**config.mk**
```make
export PLATFORM = sky130hd
export DESIGN_NAME = mp_product_accumulator_flat
export DESIGN_NICKNAME = d
export VERILOG_FILES = /design/src/rtl/mp_product_accumulator_if.sv /design/src/rtl/mp_product_accumulator.sv /design/src/flat_wrapper.sv
export SDC_FILE = /design/constraint.sdc
export NUM_CORES = 1
export LEC_CHECK = 0
export CORE_ASPECT_RATIO = 1.75
export CORE_MARGIN = 2
export CORE_UTILIZATION = 55
export CTS_CLUSTER_SIZE = 12
export DETAILED_ROUTE_END_ITERATION = 6
export GPL_ROUTABILITY_DRIVEN = 0
export GPL_TIMING_DRIVEN = 0
export PLACE_DENSITY = 0.77
export SLEW_MARGIN = 40
export SYNTH_ARGS = -nofsm -noshare
export SYNTH_HDL_FRONTEND = slang
export SYNTH_SLANG_ARGS = --single-unit
export TNS_END_PERCENT = 100
```
**constraint.sdc**
```tcl
create_clock -name clk -period 4.75 [get_ports clk]
set_input_delay 0.95 -clock clk [delete_from_list [all_inputs] [get_ports clk]]
set_output_delay 0.95 -clock clk [all_outputs]
set_load 0.02 [all_outputs]
```
**src/rtl/mp_product_accumulator_if.sv**
```systemverilog
// Handshake bundle between the multiplier's product stream, the accumulator
// and the activation/writeback consumer.
interface mp_product_accumulator_if #(
   parameter int IN_W  = 64,
   parameter int LEN_W = 8,
   parameter int OUT_W = 32
);
   logic             start;
   logic [LEN_W-1:0] vec_len;
   logic             prod_valid;
   logic             prod_ready;
   logic [IN_W-1:0]  prod_data;
   logic             res_valid;
   logic             res_ready;
   logic [OUT_W-1:0] res_data;
   logic             res_sat;
   logic             busy;

   modport master (
      output start, vec_len, prod_valid, prod_data, res_ready,
      input  prod_ready, res_valid, res_data, res_sat, busy
   );

   modport slave (
      input  start, vec_len, prod_valid, prod_data, res_ready,
      output prod_ready, res_valid, res_data, res_sat, busy
   );
endinterface

```
**src/rtl/mp_product_accumulator.sv**
```systemverilog
// Dot-product reduction of signed Q32.32 products, followed by round-half-up
// and saturation to a signed OUT_W-bit integer.
module mp_product_accumulator #(
   parameter int IN_W       = 64,
   parameter int LEN_W      = 8,
   parameter int ACC_W      = IN_W + LEN_W,
   parameter int OUT_W      = 32,
   parameter int FRAC_SHIFT = 32
) (
   input logic                   clk,
   input logic                   rst_n,
   mp_product_accumulator_if.slave bus
);

   typedef enum logic [1:0] {IDLE, ACCUM, ROUND, OUT} state_t;

   typedef struct packed {
      logic [OUT_W-1:0] data;
      logic             sat;
   } res_t;

   localparam logic signed [ACC_W-1:0] RND_BIAS =
      {{(ACC_W-1){1'b0}}, 1'b1} << (FRAC_SHIFT-1);
   localparam logic signed [ACC_W-1:0] OUT_MAX =
      {{(ACC_W-OUT_W+1){1'b0}}, {(OUT_W-1){1'b1}}};
   localparam logic signed [ACC_W-1:0] OUT_MIN =
      {{(ACC_W-OUT_W+1){1'b1}}, {(OUT_W-1){1'b0}}};

   state_t                  state_q, state_d;
   logic signed [ACC_W-1:0] acc_q, acc_d;
   logic [LEN_W-1:0]        cnt_q, cnt_d;
   res_t                    res_q, res_d;

   logic signed [ACC_W-1:0] prod_ext;
   logic signed [ACC_W-1:0] rnd_sum;
   logic signed [ACC_W-1:0] rnd_val;

   assign prod_ext = {{(ACC_W-IN_W){bus.prod_data[IN_W-1]}}, bus.prod_data};
   // Bias then floor-shift gives ties toward +inf; ACC_W headroom absorbs the bias.
   assign rnd_sum  = acc_q + RND_BIAS;
   assign rnd_val  = rnd_sum >>> FRAC_SHIFT;

   always_ff @(posedge clk) begin
      if (!rst_n) begin
         state_q <= IDLE;
         acc_q   <= '0;
         cnt_q   <= '0;
         res_q   <= '0;
      end else begin
         state_q <= state_d;
         acc_q   <= acc_d;
         cnt_q   <= cnt_d;
         res_q   <= res_d;
      end
   end

   always_comb begin
      state_d = state_q;
      acc_d   = acc_q;
      cnt_d   = cnt_q;
      res_d   = res_q;
      case (state_q)
         IDLE: begin
            if (bus.start) begin
               cnt_d = bus.vec_len;
               acc_d = '0;
               if (bus.vec_len == '0) begin
                  res_d   = '0;
                  state_d = OUT;
               end else begin
                  state_d = ACCUM;
               end
            end
         end
         ACCUM: begin
            if (bus.prod_valid) begin
               acc_d = acc_q + prod_ext;
               cnt_d = cnt_q - 1'b1;
               if (cnt_q == LEN_W'(1)) state_d = ROUND;
            end
         end
         ROUND: begin
            if (rnd_val > OUT_MAX) begin
               res_d.data = OUT_MAX[OUT_W-1:0];
               res_d.sat  = 1'b1;
            end else if (rnd_val < OUT_MIN) begin
               res_d.data = OUT_MIN[OUT_W-1:0];
               res_d.sat  = 1'b1;
            end else begin
               res_d.data = rnd_val[OUT_W-1:0];
               res_d.sat  = 1'b0;
            end
            state_d = OUT;
         end
         OUT: begin
            if (bus.res_ready) state_d = IDLE;
         end
         default: state_d = IDLE;
      endcase
   end

   assign bus.prod_ready = (state_q == ACCUM);
   assign bus.res_valid  = (state_q == OUT);
   assign bus.busy       = (state_q != IDLE);
   assign bus.res_data   = res_q.data;
   assign bus.res_sat    = res_q.sat;

endmodule

```
**src/flat_wrapper.sv**
```systemverilog
// flat-port wrapper written by rule: the top's interface ports become plain ports
module mp_product_accumulator_flat 
#(
   parameter int IN_W       = 64,
   parameter int LEN_W      = 8,
   parameter int ACC_W      = IN_W + LEN_W,
   parameter int OUT_W      = 32,
   parameter int FRAC_SHIFT = 32
)
  (clk, rst_n, bus_start, bus_vec_len, bus_prod_valid, bus_prod_data, bus_res_ready, bus_prod_ready, bus_res_valid, bus_res_data, bus_res_sat, bus_busy);
  mp_product_accumulator_if #(.IN_W(IN_W), .LEN_W(LEN_W), .OUT_W(OUT_W)) bus_i ();
  input logic clk;
  input logic rst_n;
  input wire logic [$bits(bus_i.start)-1:0] bus_start;
  input wire logic [$bits(bus_i.vec_len)-1:0] bus_vec_len;
  input wire logic [$bits(bus_i.prod_valid)-1:0] bus_prod_valid;
  input wire logic [$bits(bus_i.prod_data)-1:0] bus_prod_data;
  input wire logic [$bits(bus_i.res_ready)-1:0] bus_res_ready;
  output wire logic [$bits(bus_i.prod_ready)-1:0] bus_prod_ready;
  output wire logic [$bits(bus_i.res_valid)-1:0] bus_res_valid;
  output wire logic [$bits(bus_i.res_data)-1:0] bus_res_data;
  output wire logic [$bits(bus_i.res_sat)-1:0] bus_res_sat;
  output wire logic [$bits(bus_i.busy)-1:0] bus_busy;
  assign bus_i.start = bus_start;
  assign bus_i.vec_len = bus_vec_len;
  assign bus_i.prod_valid = bus_prod_valid;
  assign bus_i.prod_data = bus_prod_data;
  assign bus_i.res_ready = bus_res_ready;
  assign bus_prod_ready = bus_i.prod_ready;
  assign bus_res_valid = bus_i.res_valid;
  assign bus_res_data = bus_i.res_data;
  assign bus_res_sat = bus_i.res_sat;
  assign bus_busy = bus_i.busy;
  mp_product_accumulator #(.IN_W(IN_W), .LEN_W(LEN_W), .ACC_W(ACC_W), .OUT_W(OUT_W), .FRAC_SHIFT(FRAC_SHIFT)) u_core (.clk(clk), .rst_n(rst_n), .bus(bus_i));
endmodule
```
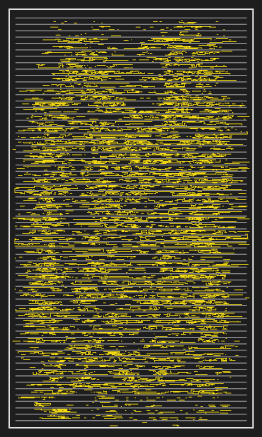
Figure 1: metal 1.
Supply wires on this layer in gray.
nets with wire on the layer = 1418
main direction = horizontal
share of all routed wire = 35%
longest straight run = 48.3 µm
wire length on this layer = 10400 µm

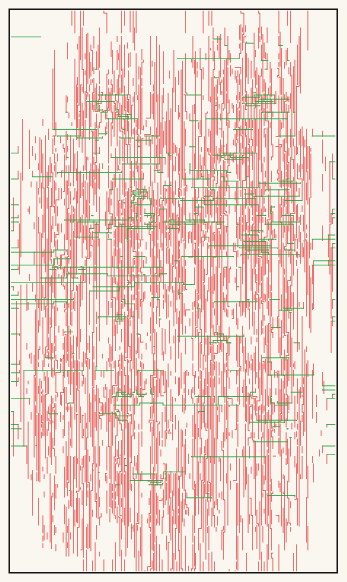
Figure 2: metal layers overlaid.
Two of the layers only.
red -> met2  # wire length 15700 µm
green -> met3  # wire length 1510 µm

==> run summary <==
Status - finished, final reports clean
Multi-input logic area - 6686 µm²
Post-Layout Cell Count - 1593
Vias per std cell - 6.164
Met2 routed WL - 15690 µm
Mux share - 0.4366%
Fin Setup TNS - 0 ps
Clock slew at reported path FFs - 60 ps
Highest routed layer - met4
R2R depth - 11
Dominant flop cell - dfxtp_1
Die X - 103.1 µm
Postcts setup bufs - 0
Log Warnings - 30
CP Data Arrival Time - 4890 ps
Adder and majority cell fraction of the synthesized area - 10.53%
Final wirelength - 30070 µm
CP peak stage delay - 550 ps
Top non-seq family - AND-OR/OR-AND gates
WL per Instance - 18.88 µm
Flip-flops - 115
Synthesized netlist cell count - 1223
Hold Path End - u_core.acc_q[28]
Syn_area_per_cell - 7.732 µm²
Non-clock inverter count - 37
Post-Syn Nets - 1379
Clk sink count - 115
Routed met1 length - 10440 µm
First DRT Iteration DRCs - 574
Final-stage net count - 1509
Crit share post-route - 96.85%
Final HPWL DP - 23540 µm
Slack of the worst reg-to-reg path - 830 ps
Post-route cell area - 11420 µm²
Dpl cell area - 10850 µm²
Pre-antenna DRT Iters - 7
Place WS - -129.7 ps
Synth flops - 115
Hold path start - u_core.acc_q[28]
Levels on crit path - 12
Non-CTS buffers - 181
Comb area share - 58.53%
GRT busiest layer - met2
Fp util - 56.06%
Biggest area cells - dfxtp_1 24%, ha_1 10%, xnor2_1 6.2%
Critical path class - primary input to flip-flop
Number of gates resized after CTS - 0
P_comb - 0.00174 W
Switch Pwr - 0.001785 W
Final setup vio count - 0
Multi-Input Combinational - 1001
Worst path slowest cell - o311ai_1
Met1 Use GR - 32.08%
Placed Instances - 1561
Most frequent logic cells in the routed design - 155 x nand2_1, 115 x dfxtp_1, 111 x clkdlybuf4s50_1, 104 x a21oi_1, 91 x o21ai_0
Layout fillers - 1502
Crit path DRT - 5040 ps
Total gr overflow - 0
Chip area line of the yosys report - 9457 µm²
Post-route DRC - 0
Setup crit end - u_core.acc_q[65]
Share of total power in the clock network - 30.1%
Slew HR - 44.95%
Comb power frac - 40.8%
Pwr dens - 372.3 nW/µm²
Seq group - 0.00124 W
Switch share - 41.97%
Largest Register - u_core.acc_q
Max reg flops - 72
Initial antenna violation count - 0
Met2 global-route usage - 59.88%
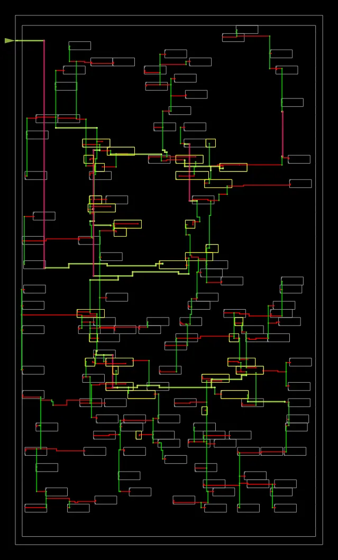
Figure 3: clock routing.
Worst Clk Skew: 15.43 ps
clk_lat worst skew: 420 ps
clock group total power: 0.00128 W
Num CTS Buffers: 17

Power is estimated from default activity; no workload was simulated.
